File: config.mk
export PLATFORM = sky130hd
export DESIGN_NAME = nark_pipeline_controller
export DESIGN_NICKNAME = d
export VERILOG_FILES = /design/src/rtl/nark_pipeline_controller.sv
export SDC_FILE = /design/constraint.sdc
export NUM_CORES = 1
export LEC_CHECK = 0
export CAP_MARGIN = 20
export CORE_UTILIZATION = 44
export DETAILED_ROUTE_END_ITERATION = 6
export GPL_TIMING_DRIVEN = 0
export HOLD_SLACK_MARGIN = 0.03
export PLACE_DENSITY = 0.78
export REMOVE_ABC_BUFFERS = 1
export SLEW_MARGIN = 25
export SYNTH_ARGS = -nofsm -noshare
export SYNTH_HDL_FRONTEND = slang
export SYNTH_SLANG_ARGS = --single-unit
File: constraint.sdc
create_clock -name CLK -period 2.1 [get_ports CLK]
set_input_delay 0.42 -clock CLK [delete_from_list [all_inputs] [get_ports CLK]]
set_output_delay 0.42 -clock CLK [all_outputs]
set_load 0.005 [all_outputs]
File: src/rtl/nark_pipeline_controller.sv
// Control unit for the 4-stage NARK datapath: decodes, evaluates conditions against NZCV,
// stages controls down D->E->M->W and squashes the shadow of taken branches.
module nark_pipeline_controller #(
    parameter int BITS   = 24,
    parameter int SHADOW = 3
) (
    input  logic            CLK,
    input  logic            RST,
    input  logic [BITS-1:0] Instr,
    input  logic [3:0]      ALUFlags,
    output logic            ImmSrc,
    output logic            ALUSrc,
    output logic [1:0]      ALUControl,
    output logic            MemWrite,
    output logic            MentoReg,
    output logic            RegWrite,
    output logic            PCSrc,
    output logic [3:0]      Flags,
    output logic            Squashing
);
    localparam int CW = (SHADOW < 2) ? 1 : $clog2(SHADOW + 1);

    typedef struct packed {
        logic       alusrc;
        logic [1:0] alucontrol;
        logic       regwrite;
        logic       memwrite;
        logic       mentoreg;
        logic       flagwrite;
        logic       branch;
        logic [3:0] cond;
    } e_ctrl_t;

    typedef struct packed {
        logic memwrite;
        logic regwrite;
        logic mentoreg;
        logic pcsrc;
    } m_ctrl_t;

    typedef struct packed {
        logic regwrite;
        logic mentoreg;
        logic pcsrc;
    } w_ctrl_t;

    e_ctrl_t       dec;
    e_ctrl_t       e_d, e_q;
    m_ctrl_t       m_d, m_q;
    w_ctrl_t       w_d, w_q;
    logic [3:0]    flags_d, flags_q;
    logic [CW-1:0] cnt_d, cnt_q;
    logic          cond_ex;
    logic          taken;
    logic          flag_n, flag_z, flag_c, flag_v;
    logic          unused_instr;

    assign unused_instr = ^Instr;

    always_comb begin
        dec      = '0;
        dec.cond = Instr[23:20];
        case (Instr[19:18])
            2'b00: begin
                dec.alusrc     = Instr[17];
                dec.alucontrol = Instr[16:15];
                dec.regwrite   = 1'b1;
                dec.flagwrite  = Instr[14];
            end
            2'b01: begin
                dec.alusrc = 1'b1;
                if (Instr[14]) begin
                    dec.regwrite = 1'b1;
                    dec.mentoreg = 1'b1;
                end else begin
                    dec.memwrite = 1'b1;
                end
            end
            2'b10: begin
                dec.alusrc = 1'b1;
                dec.branch = 1'b1;
            end
            default: dec = '0;
        endcase
    end

    assign ImmSrc = (Instr[19:18] == 2'b10) && !RST;

    assign {flag_n, flag_z, flag_c, flag_v} = flags_q;

    always_comb begin
        cond_ex = 1'b0;
        case (e_q.cond)
            4'h0: cond_ex = flag_z;
            4'h1: cond_ex = !flag_z;
            4'h2: cond_ex = flag_c;
            4'h3: cond_ex = !flag_c;
            4'h4: cond_ex = flag_n;
            4'h5: cond_ex = !flag_n;
            4'h6: cond_ex = flag_v;
            4'h7: cond_ex = !flag_v;
            4'h8: cond_ex = flag_c && !flag_z;
            4'h9: cond_ex = !flag_c || flag_z;
            4'hA: cond_ex = (flag_n == flag_v);
            4'hB: cond_ex = (flag_n != flag_v);
            4'hC: cond_ex = !flag_z && (flag_n == flag_v);
            4'hD: cond_ex = flag_z || (flag_n != flag_v);
            4'hE: cond_ex = 1'b1;
            default: cond_ex = 1'b0;
        endcase
    end

    assign taken = e_q.branch && cond_ex;

    // The counter's next value decides whether the instruction now entering E is a
    // shadow victim, so the youngest instruction is already killed on the resolving edge.
    always_comb begin
        cnt_d = cnt_q;
        if (cnt_q != '0) begin
            cnt_d = cnt_q - CW'(1);
        end else if (taken) begin
            cnt_d = CW'(SHADOW);
        end
        e_d = (cnt_d != '0) ? '0 : dec;
    end

    always_comb begin
        m_d.memwrite = e_q.memwrite && cond_ex;
        m_d.regwrite = e_q.regwrite && cond_ex;
        m_d.mentoreg = e_q.mentoreg;
        m_d.pcsrc    = taken;
        w_d.regwrite = m_q.regwrite;
        w_d.mentoreg = m_q.mentoreg;
        w_d.pcsrc    = m_q.pcsrc;
        flags_d      = (e_q.flagwrite && cond_ex) ? ALUFlags : flags_q;
    end

    always_ff @(posedge CLK or posedge RST) begin
        if (RST) begin
            e_q     <= '0;
            m_q     <= '0;
            w_q     <= '0;
            flags_q <= '0;
            cnt_q   <= '0;
        end else begin
            e_q     <= e_d;
            m_q     <= m_d;
            w_q     <= w_d;
            flags_q <= flags_d;
            cnt_q   <= cnt_d;
        end
    end

    assign ALUSrc     = e_q.alusrc;
    assign ALUControl = e_q.alucontrol;
    assign MemWrite   = m_q.memwrite;
    assign RegWrite   = w_q.regwrite;
    assign MentoReg   = w_q.mentoreg;
    assign PCSrc      = w_q.pcsrc;
    assign Flags      = flags_q;
    assign Squashing  = (cnt_q != '0);

endmodule

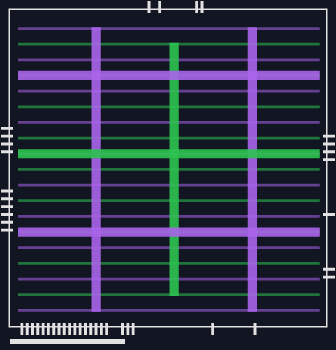
Fig. 1. Power grid.
Bar = 20 µm. Pins as bars on the die edge.
legend:
  green:
    net: VDD
  purple:
    net: VSS
met5 straps: 3
met4 straps: 3
signal pins: 43
Die Width: 54.9 µm
Core Box Area: 2570 µm²
peak supply drop: 0.000673 V

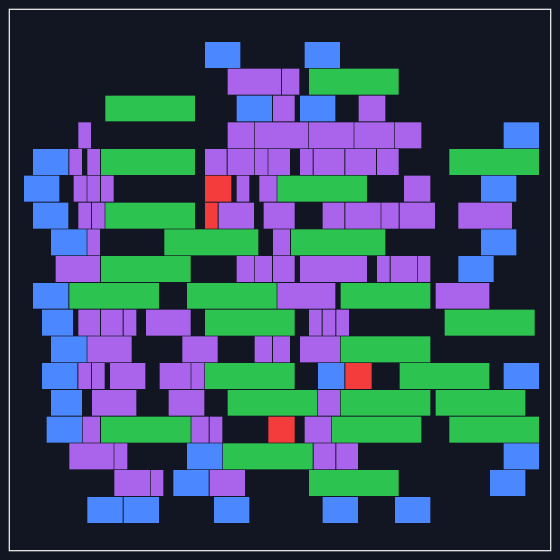
Fig. 2. Placement by cell class.
legend:
  red:
    class: clock drivers and dummy loads
    cells: 4
    share_of_their_area: 1.7%
  purple:
    class: all other logic
    cells: 78
    share_of_their_area: 38%
  blue:
    class: other buffers and delay cells
    cells: 29
    share_of_their_area: 19%
  green:
    class: flip-flops
    cells: 25
    share_of_their_area: 42%
Layout Utilization: 60.3%
post-route cell area: 1550 µm²

==> out/results.ini <==
[run_status]
status = complete, no violations

[place]
dp.cells = 161
numPortBuffers = 28
placed_cell_area_um2 = 1510
dpl.hpwl_mm = 1.65
gp_congestion = 0.791

[logic_synthesis]
netlist_area_um2 = 1230
adder_share_pct = 4.07
synth_area_per_cell_um2 = 11.2
synth-edff-count = 0
ys_sh_mux_pct = 7.52
ys_sh_aoi_pct = 11.2
yosysWarnings = 0
ys_cells = 110
synth_flops = 25
top_cell = dfrtp_1
ys_chip_area_um2 = 1230
synth.distinct_cells = 37
top_area_share_pct = 50.8
ys_sh_xor_pct = 0.711
simple_gate_share_pct = 20.6
common_cells = dfrtp_1 (25), nand2_1 (12), nor2_1 (7)

[power_and_ir_drop]
switching_share_pct = 35.2
p_clk_uw = 211
comb_power_uw = 656
seqPwrFrac_pct = 46.8
top_power_group = registers
pwr-share-clk_pct = 13.0
power_frac_comb_pct = 40.3
p_switching_uw = 574
pg_seq_uw = 761
p_int_uw = 1050

[finish]
nClkBuffers = 4
logic_area_um2 = 551
final_cell_count_no_fill = 166
num-fill-cells = 212
clk_share_pct = 1.70
final_cell_mix = clkdlybuf4s50_1 (26), dfrtp_1 (22), nand2_1 (12)
diodes = 0
inverters = 5
buffer_area_share_pct = 18.4
sh_seq_area_pct = 40.7
drive_gt1_share_pct = 18.4
lay_top_count = clkdlybuf4s50_1
nNonClkBuffers = 29
syn_to_final_growth_pct = 25.7
seq_cells = 25
regArea_um2 = 629
regMostFlops = e_q
comb_share_pct = 35.6
largest_reg_flops = 9

[critical_path]
crit_path_top_delay_cell = dfrtp_1
reg2reg_from = Flags[0]$_DFFE_PP0P_
timing.rr.end = e_q[7]$_DFF_PP0_
slowest_delay_ns = 0.50
crit_type = register to register
arrival_ns = 2.24
endpoint = e_q[7]$_DFF_PP0_
reg2reg_depth = 6
cp_cell_sequence = and3_1 > o21ai_0 > o21ai_1 > o21ai_2 > a21oi_4 > nor4b_1
cp.buffers_inverters = 0
cp-startpoint = Flags[0]$_DFFE_PP0P_
worstSetupPathDepth = 6
worstPathMaxFanout = 14

[die]
row_count = 18
fp-utilization_pct = 48.0
nWellTaps = 30
die_area_um2 = 3010

[clock_network]
cts.path.max_buffers = 2
postCtsSetupBuffers = 0
tritoncts = done
cts_htree_levels = 1
cts_buffers = 3
clk_latency_ns = 0.32
clock-sinks = 25
cts_resized = 4
hold_buffers = 0

[route]
wl_met1_um = 911
wl_met3_um = 132
wl_mm = 2.32
drtPass1Iterations = 4
dr_wl_met2_mm = 1.25
ant_nets = 0
wl_per_cell_um = 14.0

[sta]
slew_headroom_pct = 43.0
fin_crit_ns = 2.03
clock_skew_ns = 0.00479
rsz0062_at_grt = false
setup_tns_ns = 0
fin_crit_sh_pct = 96.6
worstMarginPinSlew_ns = 0.849

[global_routing]
grt_pass1_wl_mm = 3.65
grt_util_met2_pct = 29.1
grt_start_max_net_pins = 26
grt.total_usage_pct = 17.5
met3_usage_pct = 4.10

[hold_path]
worstHoldStart = m_q[2]$_DFF_PP0_
hold_path_depth = 0
worstHoldEndpoint = RegWrite$_DFF_PP0_

[flow_run]
warnings = 42
cap_violations = 0

No activity file was given, so power comes from the tool's default toggle rates.
